--- src/rtl/avalon_arb_pkg.sv ---
// Shared types and constants for the Avalon-MM host arbiter.
//   arb_state_t  : arbiter FSM states (IDLE, CMD, RDWAIT)
//   RESP_OKAY    : Avalon response code for a good transfer
//   RESP_SLVERR  : Avalon response code returned on a read timeout
package avalon_arb_pkg;

    typedef enum logic [1:0] {
        IDLE   = 2'd0,
        CMD    = 2'd1,
        RDWAIT = 2'd2
    } arb_state_t;

    localparam logic [1:0] RESP_OKAY   = 2'b00;
    localparam logic [1:0] RESP_SLVERR = 2'b10;

endpackage

--- src/rtl/rr_arbiter.sv ---
// Combinational rotate-priority encoder.
// Ports:
//   req   in  N          request vector, one bit per requester
//   last  in  $clog2(N)  index granted most recently
//   grant out $clog2(N)  index of the winner (0 when valid is low)
//   valid out 1          at least one requester present
// The search starts at last+1 and wraps at N-1 to 0, so the previous winner is
// considered last.
module rr_arbiter #(
    parameter int N  = 2,
    parameter int IW = (N > 1) ? $clog2(N) : 1
) (
    input  logic [N-1:0]  req,
    input  logic [IW-1:0] last,
    output logic [IW-1:0] grant,
    output logic          valid
);

    int unsigned idx;

    always_comb begin
        grant = '0;
        valid = 1'b0;
        idx   = 0;
        for (int k = 1; k <= N; k++) begin
            idx = (32'(last) + 32'(k)) % 32'(N);
            if (!valid && req[idx]) begin
                valid = 1'b1;
                grant = IW'(idx);
            end
        end
    end

endmodule

--- src/rtl/avalon_mm_host_arbiter.sv ---
// Round-robin arbiter sharing one Avalon-MM slave port between NUM_HOSTS hosts,
// one outstanding transaction at a time.
// Ports:
//   clk, rst              clock, asynchronous active-high reset
//   h_addr/h_read/h_write/h_writedata/h_byteenable
//                         packed per-host command, host i at slice i
//   h_waitrequest         per-host waitrequest (only the granted host in CMD
//                         ever sees it low)
//   h_readdatavalid       per-host, registered one-cycle read-data strobe
//   h_readdata/h_response shared read return, valid with h_readdatavalid
//   m_*                   downstream command / response
//   err_timeout           one-cycle pulse when a read times out
// Optional feature: define ARB_TIMEOUT_EN to abort reads that get no
// m_readdatavalid within TIMEOUT_CYCLES cycles of RDWAIT; the host then receives
// SLVERR with zero data. Without it RDWAIT waits forever and err_timeout is 0.
module avalon_mm_host_arbiter
    import avalon_arb_pkg::*;
#(
    parameter int NUM_HOSTS      = 2,
    parameter int ADDR_WIDTH     = 4,
    parameter int DATA_WIDTH     = 32,
    parameter int TIMEOUT_CYCLES = 64
) (
    input  logic                                clk,
    input  logic                                rst,
    input  logic [NUM_HOSTS*ADDR_WIDTH-1:0]     h_addr,
    input  logic [NUM_HOSTS-1:0]                h_read,
    input  logic [NUM_HOSTS-1:0]                h_write,
    input  logic [NUM_HOSTS*DATA_WIDTH-1:0]     h_writedata,
    input  logic [NUM_HOSTS*(DATA_WIDTH/8)-1:0] h_byteenable,
    output logic [NUM_HOSTS-1:0]                h_waitrequest,
    output logic [NUM_HOSTS-1:0]                h_readdatavalid,
    output logic [DATA_WIDTH-1:0]               h_readdata,
    output logic [1:0]                          h_response,
    output logic [ADDR_WIDTH-1:0]               m_addr,
    output logic                                m_read,
    output logic                                m_write,
    output logic [DATA_WIDTH-1:0]               m_writedata,
    output logic [DATA_WIDTH/8-1:0]             m_byteenable,
    input  logic                                m_waitrequest,
    input  logic                                m_readdatavalid,
    input  logic [DATA_WIDTH-1:0]               m_readdata,
    input  logic [1:0]                          m_response,
    output logic                                err_timeout
);

    localparam int BE_WIDTH = DATA_WIDTH / 8;
    localparam int GW       = (NUM_HOSTS > 1) ? $clog2(NUM_HOSTS) : 1;
    localparam int CNT_W    = $clog2(TIMEOUT_CYCLES + 1);

`ifdef ARB_TIMEOUT_EN
    localparam logic TMO_EN = 1'b1;
`else
    localparam logic TMO_EN = 1'b0;
`endif

    arb_state_t        state;
    logic [GW-1:0]     grant;
    logic [GW-1:0]     last_grant;
    logic [CNT_W-1:0]  tmo_cnt;

    logic [GW-1:0]     arb_grant;
    logic              arb_valid;
    logic              host_rd;
    logic              host_wr;
    logic              tmo_fire;
    int unsigned       gidx;

    rr_arbiter #(
        .N  (NUM_HOSTS),
        .IW (GW)
    ) u_rr_arbiter (
        .req   (h_read | h_write),
        .last  (last_grant),
        .grant (arb_grant),
        .valid (arb_valid)
    );

    assign gidx    = 32'(grant);
    assign host_rd = h_read[grant];
    assign host_wr = h_write[grant];
    // Constant-folds away when the timeout feature is not built in.
    assign tmo_fire = TMO_EN && (tmo_cnt == CNT_W'(TIMEOUT_CYCLES - 1));

    // Downstream command is a live mux of the granted host, only in CMD.
    always_comb begin
        m_addr        = '0;
        m_read        = 1'b0;
        m_write       = 1'b0;
        m_writedata   = '0;
        m_byteenable  = '0;
        h_waitrequest = '1;
        if (state == CMD) begin
            m_addr       = h_addr[gidx*ADDR_WIDTH +: ADDR_WIDTH];
            m_writedata  = h_writedata[gidx*DATA_WIDTH +: DATA_WIDTH];
            m_byteenable = h_byteenable[gidx*BE_WIDTH +: BE_WIDTH];
            // Read+write together is illegal; the write takes precedence.
            m_write      = host_wr;
            m_read       = host_rd & ~host_wr;
            h_waitrequest[grant] = m_waitrequest;
        end
    end

    always_ff @(posedge clk or posedge rst) begin
        if (rst) begin
            state           <= IDLE;
            grant           <= '0;
            last_grant      <= GW'(NUM_HOSTS - 1);
            tmo_cnt         <= '0;
            h_readdatavalid <= '0;
            h_readdata      <= '0;
            h_response      <= RESP_OKAY;
            err_timeout     <= 1'b0;
        end else begin
            h_readdatavalid <= '0;
            err_timeout     <= 1'b0;
            unique case (state)
                IDLE: begin
                    if (arb_valid) begin
                        grant      <= arb_grant;
                        last_grant <= arb_grant;
                        state      <= CMD;
                    end
                end
                CMD: begin
                    tmo_cnt <= '0;
                    if (!host_rd && !host_wr) begin
                        // Host withdrew its request; do not stall on it.
                        state <= IDLE;
                    end else if (!m_waitrequest) begin
                        if (host_wr) begin
                            state <= IDLE;
                        end else if (m_readdatavalid) begin
                            h_readdatavalid[grant] <= 1'b1;
                            h_readdata             <= m_readdata;
                            h_response             <= m_response;
                            state                  <= IDLE;
                        end else begin
                            state <= RDWAIT;
                        end
                    end
                end
                RDWAIT: begin
                    if (m_readdatavalid) begin
                        h_readdatavalid[grant] <= 1'b1;
                        h_readdata             <= m_readdata;
                        h_response             <= m_response;
                        state                  <= IDLE;
                    end else if (tmo_fire) begin
                        h_readdatavalid[grant] <= 1'b1;
                        h_readdata             <= '0;
                        h_response             <= RESP_SLVERR;
                        err_timeout            <= 1'b1;
                        state                  <= IDLE;
                    end else begin
                        tmo_cnt <= tmo_cnt + 1'b1;
                    end
                end
                default: state <= IDLE;
            endcase
        end
    end

endmodule

--- config.mk ---
export PLATFORM = sky130hd
export DESIGN_NAME = avalon_mm_host_arbiter
export DESIGN_NICKNAME = d
export VERILOG_FILES = /design/src/rtl/avalon_arb_pkg.sv /design/src/rtl/rr_arbiter.sv /design/src/rtl/avalon_mm_host_arbiter.sv
export SDC_FILE = /design/constraint.sdc
export NUM_CORES = 1
export LEC_CHECK = 0
export ABC_AREA = 1
export CAP_MARGIN = 20
export CORE_MARGIN = 5
export CORE_UTILIZATION = 30
export CTS_CLUSTER_DIAMETER = 60
export DETAILED_ROUTE_END_ITERATION = 10
export PLACE_DENSITY_LB_ADDON = 0.1
export SLEW_MARGIN = 20
export SYNTH_ARGS = -nofsm -noshare
export SYNTH_HDL_FRONTEND = slang
export SYNTH_HIERARCHICAL = 1
export SYNTH_SLANG_ARGS = --single-unit
--- constraint.sdc ---
create_clock -name clk -period 2.1 [get_ports clk]
set_input_delay 0.42 -clock clk [delete_from_list [all_inputs] [get_ports clk]]
set_output_delay 0.42 -clock clk [all_outputs]
set_load 0.02 [all_outputs]
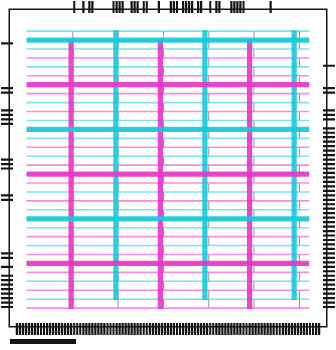
run_1/floorplan.png
The bar under the picture is 20 µm long. Pins as bars on the die edge. Tap cells in grey.
legend:
  VDD:
    colour: cyan
  VSS:
    colour: magenta
signal pins: 203
met5 straps: 6

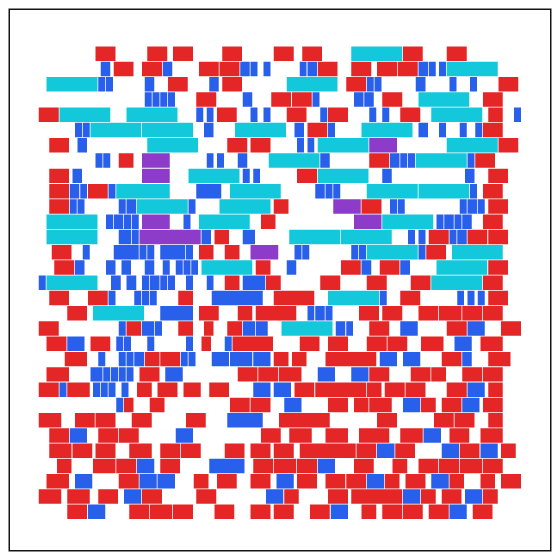
run_1/class_map.png
legend:
  remaining buffers and delay cells:
    colour: red
    cells: 230
    share_of_their_area: 50%
  registers:
    colour: cyan
    cells: 40
    share_of_their_area: 22%
  remaining logic cells:
    colour: blue
    cells: 213
    share_of_their_area: 25%
  clock drivers and dummy loads:
    colour: purple
    cells: 8
    share_of_their_area: 2.7%

==> flow_metrics.tcl, run 1 <==
# place-and-route summary
set metrics [dict create \
    final_nets 616 \
    num_tap_cells 99 \
    adder_share 0.0225 \
    xor_area_frac 0 \
    status "finished clean" \
    ys_sh_mux 0 \
    worstSetupPathType "register to output port" \
    startpoint_type "register" \
    numSynthFlops 40 \
    via_count 2778 \
    fp.dieW_um 96.2 \
    grtUsageMet2 0.382 \
    crit_cells 8 \
    clock_buffer_count 7 \
    synthCells 271 \
    num-multi-input-gates 195 \
    cts.hold.buffers_added 0 \
    power.total_mw 6.96 \
    cp_num_buf_inv 5 \
    finalInstanceArea_um2 4750 \
    p_sw_mw 3.02 \
    layout.non_clock_inverters 18 \
    finClkSkew_ps 5.52 \
    seq_cells 40 \
    tns_ps 0 \
    r2r-end "h_readdata[4]$_DFFE_PP0P_" \
    grt_pass1_vias 2711 \
    ys_top_logic_family "simple AND/OR/NAND/NOR gates" \
]
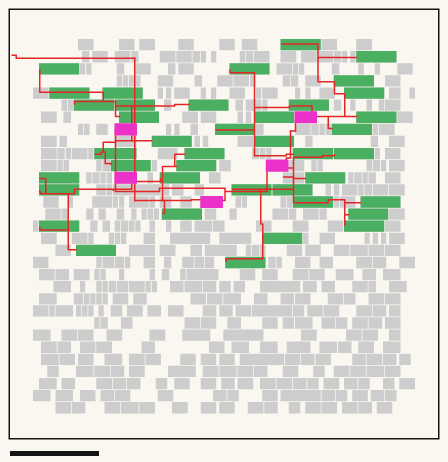
run_1/clock_wires.png
The bar under the picture is 20 µm long.
legend:
  flip-flops:
    colour: green
    count: 40
  clock-net drivers:
    colour: magenta
    count: 5
  clock wires:
    colour: red
    length: 511 µm
routed clock nets: 6

## run 1: Yosys cell counts (all sizes together)
cell	instances	area [µm²]
nand2	100	388
a22o	40	350
dfrtp	39	976
nand3	38	190
inv	18	67.6
buf	14	91.3
a21oi	5	36.3
clkbuf	4	15.0
ha	4	50.1
nor2	3	11.3
o21ai	2	10.0
conb	1	3.75
dfstp	1	26.3
nand4	1	6.26
or2	1	6.26
## run 1: stage by stage
step            util  cells
6_report       0.655    590
5_1_grt        0.655    590
4_1_cts        0.607    579
3_5_place_dp   0.608    570
3_3_place_gp   0.608    570
2_1_floorplan      -    271
## run 1: registers in the layout, indices dropped and copies added, names as in the netlist
name             count
h_response           2
h_readdatavalid      2
h_readdata          32
state                2
last_grant           1
grant                1
==> run 1 -> run 2 <==
Settings changed: HOLD_SLACK_MARGIN from default to 0.15.
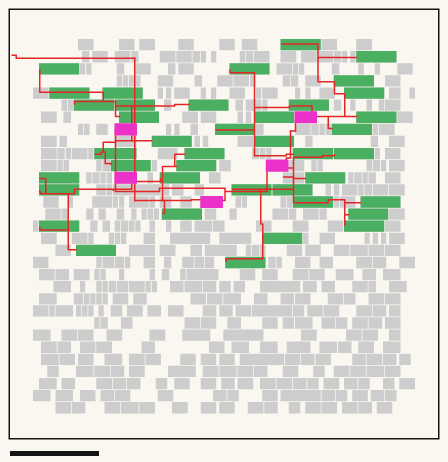
run_2/clock_wires.png
The bar under the picture is 20 µm long.
legend:
  clock-net drivers:
    colour: magenta
    count: 5
  flip-flops:
    colour: green
    count: 40
  clock wires:
    colour: red
    length: 511 µm
routed clock nets: 6

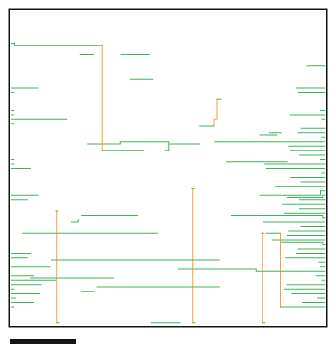
run_2/layers.png
The bar under the picture is 20 µm long. Two of the layers only.
legend:
  M4:
    colour: orange
    wire_length: 166 µm
  M3:
    colour: green
    wire_length: 944 µm

==> run 2 against run 1 <==
Non-clock buffer count unchanged. Maximum frequency stayed put. Register-to-register slack barely moved. First-iteration DRC count unchanged. Area after synthesis unchanged. Hold slack unchanged. Largest power group unchanged.
==> flow_metrics.tcl, run 2 <==
# place-and-route summary
set metrics [dict create \
    finClkSkew_ps 5.52 \
    dp_cells 570 \
    status "finished clean" \
    synth_top_cell_by_area "dfrtp_1" \
    top_register "h_readdata" \
    startpoint_type "register" \
    power.total_mw 6.96 \
    top_cell_area_share 0.438 \
    fp.dieW_um 96.2 \
    final_nets 616 \
    cp_num_buf_inv 5 \
    ys_sh_mux 0 \
    grtUsageMet2 0.382 \
    top_usage_layer "met2" \
    fin_util 0.655 \
    ys_top_cells_by_area "dfrtp_1 (44%), nand2_1 (16%), a22o_1 (16%)" \
    xor_area_frac 0 \
    r2r-end "h_readdata[4]$_DFFE_PP0P_" \
    synth_top_flop_cell "dfrtp_1" \
    worstSetupPathType "register to output port" \
    numSynthFlops 40 \
    synthTopCellsByCount "nand2_1 (97), a22o_1 (40), dfrtp_1 (39), nand3_1 (38), inv_1 (17)" \
    hpwl_um 7910 \
    edf_count 0 \
    most_common_cell "nand2_1" \
    drtIter0Drc 94 \
    ys_top_logic_family "simple AND/OR/NAND/NOR gates" \
    crit_cells 8 \
    synthCells 271 \
    adder_share 0.0225 \
]
[run 2: cell counts in the layout (fill, tap and decap cells not counted)]
No cell type changed its count.
[run 2: area by class of cell]
| cell class | count | area [µm²] |
|---|---|---|
| flip-flops and latches | 40 | 1000 |
| inverters | 18 | 72.6 |
| fillers | 647 | 2500 |
| clock inverters | 1 | 30.0 |
| multi-input cells | 195 | 1090 |
| repair buffers | 230 | 2330 |
| clock buffers | 7 | 96.3 |
| well taps | 99 | 124 |
[run 2: what timing repair did]
action | in CTS | in global routing
buffers inserted | 0 | 4
cloned | 1 | 7
hold buffers | 0 | 0
gates resized | 184 | 65
endpoints found under the setup margin | 44 | 42
pin swaps | 0 | 16
[run 2: power breakdown]
part	total, mW	switching (mW)	internal, mW
registers	1.31	0.191	1.12
logic	4.97	2.57	2.40
clock network	0.678	0.258	0.419
Power is estimated from default activity; no workload was simulated.
